==> config.mk <==
export PLATFORM = sky130hd
export DESIGN_NAME = sha256_msg_padder
export DESIGN_NICKNAME = d
export VERILOG_FILES = /design/src/rtl/sha256_pkg.sv /design/src/rtl/sha256_pad_mask.sv /design/src/rtl/sha256_msg_padder.sv
export SDC_FILE = /design/constraint.sdc
export NUM_CORES = 1
export LEC_CHECK = 0
export ABC_AREA = 1
export CAP_MARGIN = 20
export CORE_ASPECT_RATIO = 1.1
export CORE_UTILIZATION = 45
export CTS_CLUSTER_SIZE = 30
export DETAILED_ROUTE_END_ITERATION = 12
export PLACE_DENSITY_LB_ADDON = 0.05
export SLEW_MARGIN = 20
export SYNTH_ARGS = -nofsm -noshare
export SYNTH_HDL_FRONTEND = slang
export SYNTH_HIERARCHICAL = 1
export SYNTH_SLANG_ARGS = --single-unit
==> constraint.sdc <==
create_clock -name clk -period 2.9 [get_ports clk]
set_input_delay 0.58 -clock clk [delete_from_list [all_inputs] [get_ports clk]]
set_output_delay 0.58 -clock clk [all_outputs]
set_load 0.02 [all_outputs]
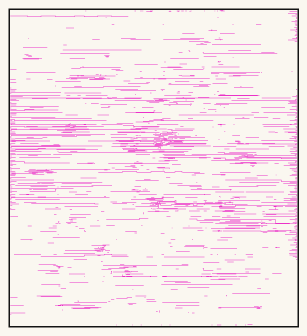
Figure 1: run 1, the metal 3 layer.
main direction: horizontal
share of all routed wire: 8.7%
longest straight run: 125 um
GRT met3 Usage: 6.41%
wirelength, routed: 149 mm
Vias: 42117

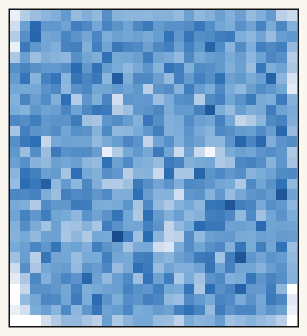
Figure 2: run 1, local utilization.
28 x 30 tiles, from white (low) to dark blue (high), 0 to 100% covered.
nearly empty tiles: 0.80%
fullest tile: 89%
mean over tiles: 53%
tiles over 75% full: 2.9%
final core utilization: 56.4%
FP Core Util: 45.5%

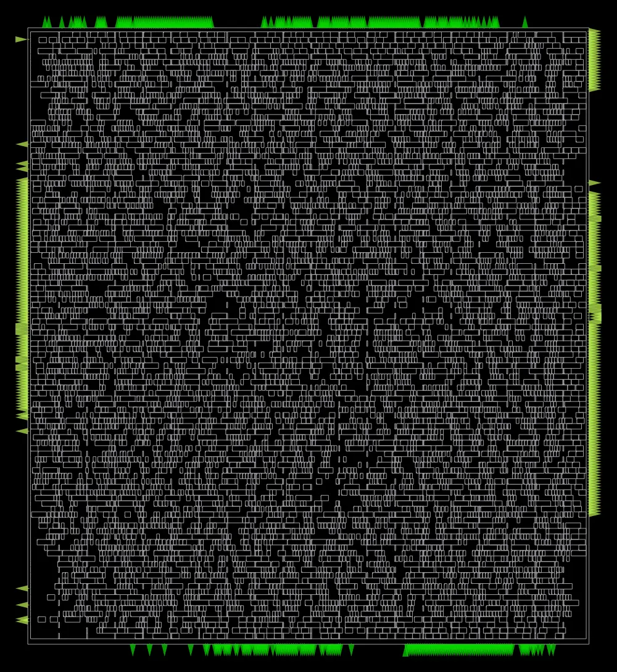
Figure 3: run 1, placed standard cells.
final non-filler cell total: 8331
Seq cells: 587
area of the core: 81900 um^2

==> out/results.tsv, run 1 <==
stage	metric	value	unit
logic_synthesis	netlist.area_leader.share	31.5	%
placed_design	dp_hpwl	105	mm
final_timing	hold_violations	0	
global_routing	use_met2	54.4	%
global_routing	grt_pass1_vias	37065	
clock_network	clkTransAtPathRegs	60	ps
worst_setup_path	critPathMaxFanout	19	
logic_synthesis	avgSynthCellArea	5.50	um^2
final_timing	finalCritPeriodShare	93.1	%
drt	drt-wirelength-per-cell	17.9	um
final_timing	fmax	370	MHz
worst_setup_path	reg2regPathDepth	13	
floorplanning	die_h	304	um
logic_synthesis	synth_seq_share	31.5	%
drt	antenna_left	0	
outcome	outcome	complete, no violations	
final_timing	maxSlewHeadroom	36.7	%
final_timing	skew	26.8	ps
worst_setup_path	crit_path_end_kind	register	
flow_run	tool_warnings	32	
drt	via_per_inst	5.06	
drt	wl_met3	12.9	mm
logic_synthesis	ys_area	37300	um^2
drt	drt-met1-wl	63.0	mm
worst_setup_path	required	3420	ps
floorplanning	ioPinCount	528	
[run 1: worst max-delay path, delay by kind of cell (launching register included)]
| kind | cells | cell delay (ps) |
|---|---|---|
| adder cells (fa/ha/maj) | 1 | 230 |
| AND/OR/NAND/NOR | 10 | 1640 |
| buffers and inverters | 2 | 390 |
| flip-flops | 1 | 310 |
[run 1: area by class of cell]
| type | instances | area share (%) |
|---|---|---|
| Tap cell | 1064 | 2.88 |
| Sequential cell | 587 | 25.4 |
| Clock buffer | 107 | 4.58 |
| Clock inverter | 17 | 0.360 |
| Timing Repair Buffer | 665 | 14.3 |
| Antenna cell | 1 | 0.00542 |
| Inverter | 1047 | 8.54 |
| Multi-Input combinational cell | 4843 | 43.9 |
[run 1: stage by stage]
stage                     util, %  area [um^2]  instances  hold WS, ps  worst slack, ps
final                        56.4        46200       8331          474              199
after global routing         56.4        46200       8330          492            -4.82
after CTS                    56.4        46100       8330          470              190
after detailed placement     53.6        43900       8206          473              128
after global placement       53.6        43900       8206          473              197
after floorplan                 -        37300       6780          452              737
[run 1: kinds of logic (layout without fill, tap and decap cells)]
family	count (synthesis)	after routing	share of synthesized area, %
other	1	4	0.0101
buffers and inverters	1350	1836	14.5
adder cells (fa/ha/maj)	6	6	0.201
flip-flops	587	587	31.5
AND/OR/NAND/NOR	4175	4175	44.6
AND-OR/OR-AND	657	657	9.12
XOR/XNOR	2	2	0.0470
[run 1: where the power goes]
part | leakage (uW) | internal, uW | total [uW] | switching, uW
Combinational | 0.0149 | 9660 | 27300 | 17600
Clock | 0.00113 | 5210 | 9010 | 3800
Sequential | 0.00482 | 10900 | 13700 | 2770
Total | 0.0209 | 25800 | 50000 | 24200
[run 1: what timing repair did]
item / 4_1_cts / 5_1_grt
gates resized: 0 / 6
endpoints found under the setup margin: 0 / 32
hold buffers: 0 / 0
Figure 4. Clock wires, drivers and flops (run 1).
Bar = 100 um.
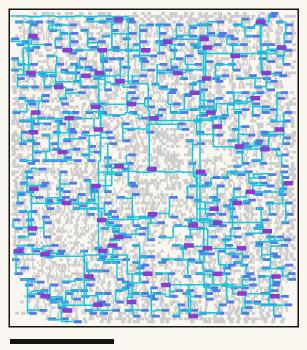

==> run 2, diff against run 1 <==
Settings changed: CORE_ASPECT_RATIO 1.1 to unset, CORE_MARGIN set to 2, CORE_UTILIZATION 45 to 50.
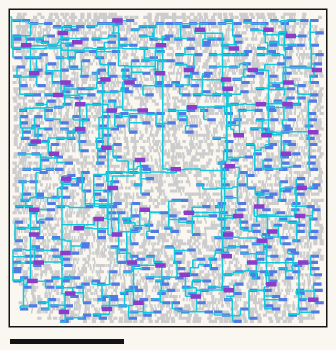
Figure 5: run 2, clock wires, drivers and flops.
Bar = 100 um.
[flip-flops] blue | count: 587
[clock wires] cyan | length: 8770 um
[clock-net drivers] purple | count: 71
flops lie: spread over the die
routed clock nets: 72
clk pwr: 8710 uW
Max Clock Skew: 13.9 ps

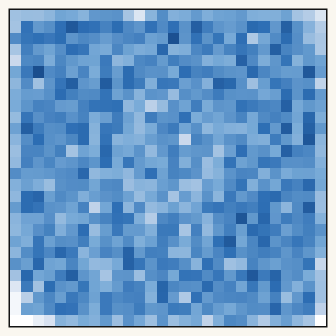
Figure 6: run 2, local utilization.
28 x 28 tiles, from white (low) to dark blue (high), 0 to 100% covered.
fullest tile: 88%
tiles over 75% full: 8.5%
nearly empty tiles: 0.40%
mean over tiles: 58%
FP Core Util: 50.3%
final core utilization: 61.9%

==> run 2 against run 1 <==
Area after synthesis did not move; power fell by 0.91%; final cell count fell by 1.3%; first-iteration DRC count rose by 1.4%; critical path type unchanged; largest power group unchanged.
==> out/results.tsv, run 2 <==
stage	metric	value	unit	change
global_routing	grt_pass1_vias	37383		+0.86%
floorplanning	ioPinCount	528		unchanged
logic_synthesis	ys_area	37300	um^2	unchanged
logic_synthesis	synth_seq_share	31.5	%	unchanged
placed_design	dpl_cell_area	43700	um^2	-0.41%
layout	design_area	45900	um^2	-0.61%
clock_network	clkTransAtPathRegs	60	ps	about the same
drt	routed_wl	144	mm	-3.2%
floorplanning	coreArea	74200	um^2	-9.4%
worst_setup_path	critPathMaxFanout	11		-8
global_routing	use_met2	57.1	%	+2.6 points
worst_setup_path	reg2regPathDepth	12		-1
drt	drt-met1-wl	59.9	mm	-5.0%
worst_setup_path	required	3420	ps	about the same
worst_setup_path	crit_path_end_kind	register		
outcome	outcome	complete, no violations		
final_timing	maxSlewHeadroom	50.7	%	+14 points
flow_run	tool_warnings	29		-9.4%
drt	route.vias.total	42167		+0.12%
drt	via_per_inst	5.13		+1.4%
clock_network	postCtsHoldBufs	0		unchanged
final_timing	fmax	364	MHz	-1.6%
final_timing	finalCritPeriodShare	94.7	%	+1.5 points
run 2: cell counts after synthesis:
No cell type changed its count.
run 2: stage by stage:
step | worst slack, ps | utilization [%] | hold slack [ps]
floorplan | 737 | - | 452
global placement | 153 | 58.9 | 473
detailed placement | 100 | 58.9 | 480
CTS | 102 | 61.8 | 488
global route | 20.3 | 61.9 | 519
finish | 154 | 61.9 | 488
run 2: area by class of cell:
class	instances	area, um^2	share of cell area [%]
Multi-Input combinational cell	4843	20200	44.1
Sequential cell	587	11800	25.6
Timing Repair Buffer	651	6540	14.3
Inverter	1047	3940	8.59
Clock buffer	108	2070	4.50
Tap cell	969	1210	2.64
Clock inverter	16	130	0.284
Antenna cell	1	2.50	0.00545
run 2: critical path, stage by stage (launching register included):
cell,delay [ps]
dfxtp_1,540
buf_4,220
inv_1,180
nor2_1,480
nand2_1,430
nand2_1,240
inv_1,100
nand3_1,90
nand2_1,60
nand2_1,60
o21ai_0,80
nor2_1,110
nor2_1,50
run 2: where the power goes:
group | leakage, uW | internal (uW) | total (uW) | switching [uW]
Combinational | 0.0149 | 9670 | 27300 | 17600
Clock | 0.00108 | 5000 | 8710 | 3710
Sequential | 0.00482 | 10900 | 13600 | 2630
Total | 0.0208 | 25600 | 49500 | 23900
run 2: kinds of logic (layout without fill, tap and decap cells):
family,after synthesis,count (layout),share of synthesized area [%]
AOI/OAI and AO/OA,657,657,9.12
adders and majority gates,6,6,0.201
xor gates and xnor gates,2,2,0.0470
other,1,4,0.0101
buffers and inverters,1350,1822,14.5
and+or+nand+nor,4175,4175,44.6
DFF,587,587,31.5
run 2: timing repair:
item,CTS,global route
setup endpoints to repair,0,10
hold endpoints to repair,0,0
gates resized,0,2
Power and IR drop assume default switching activity.
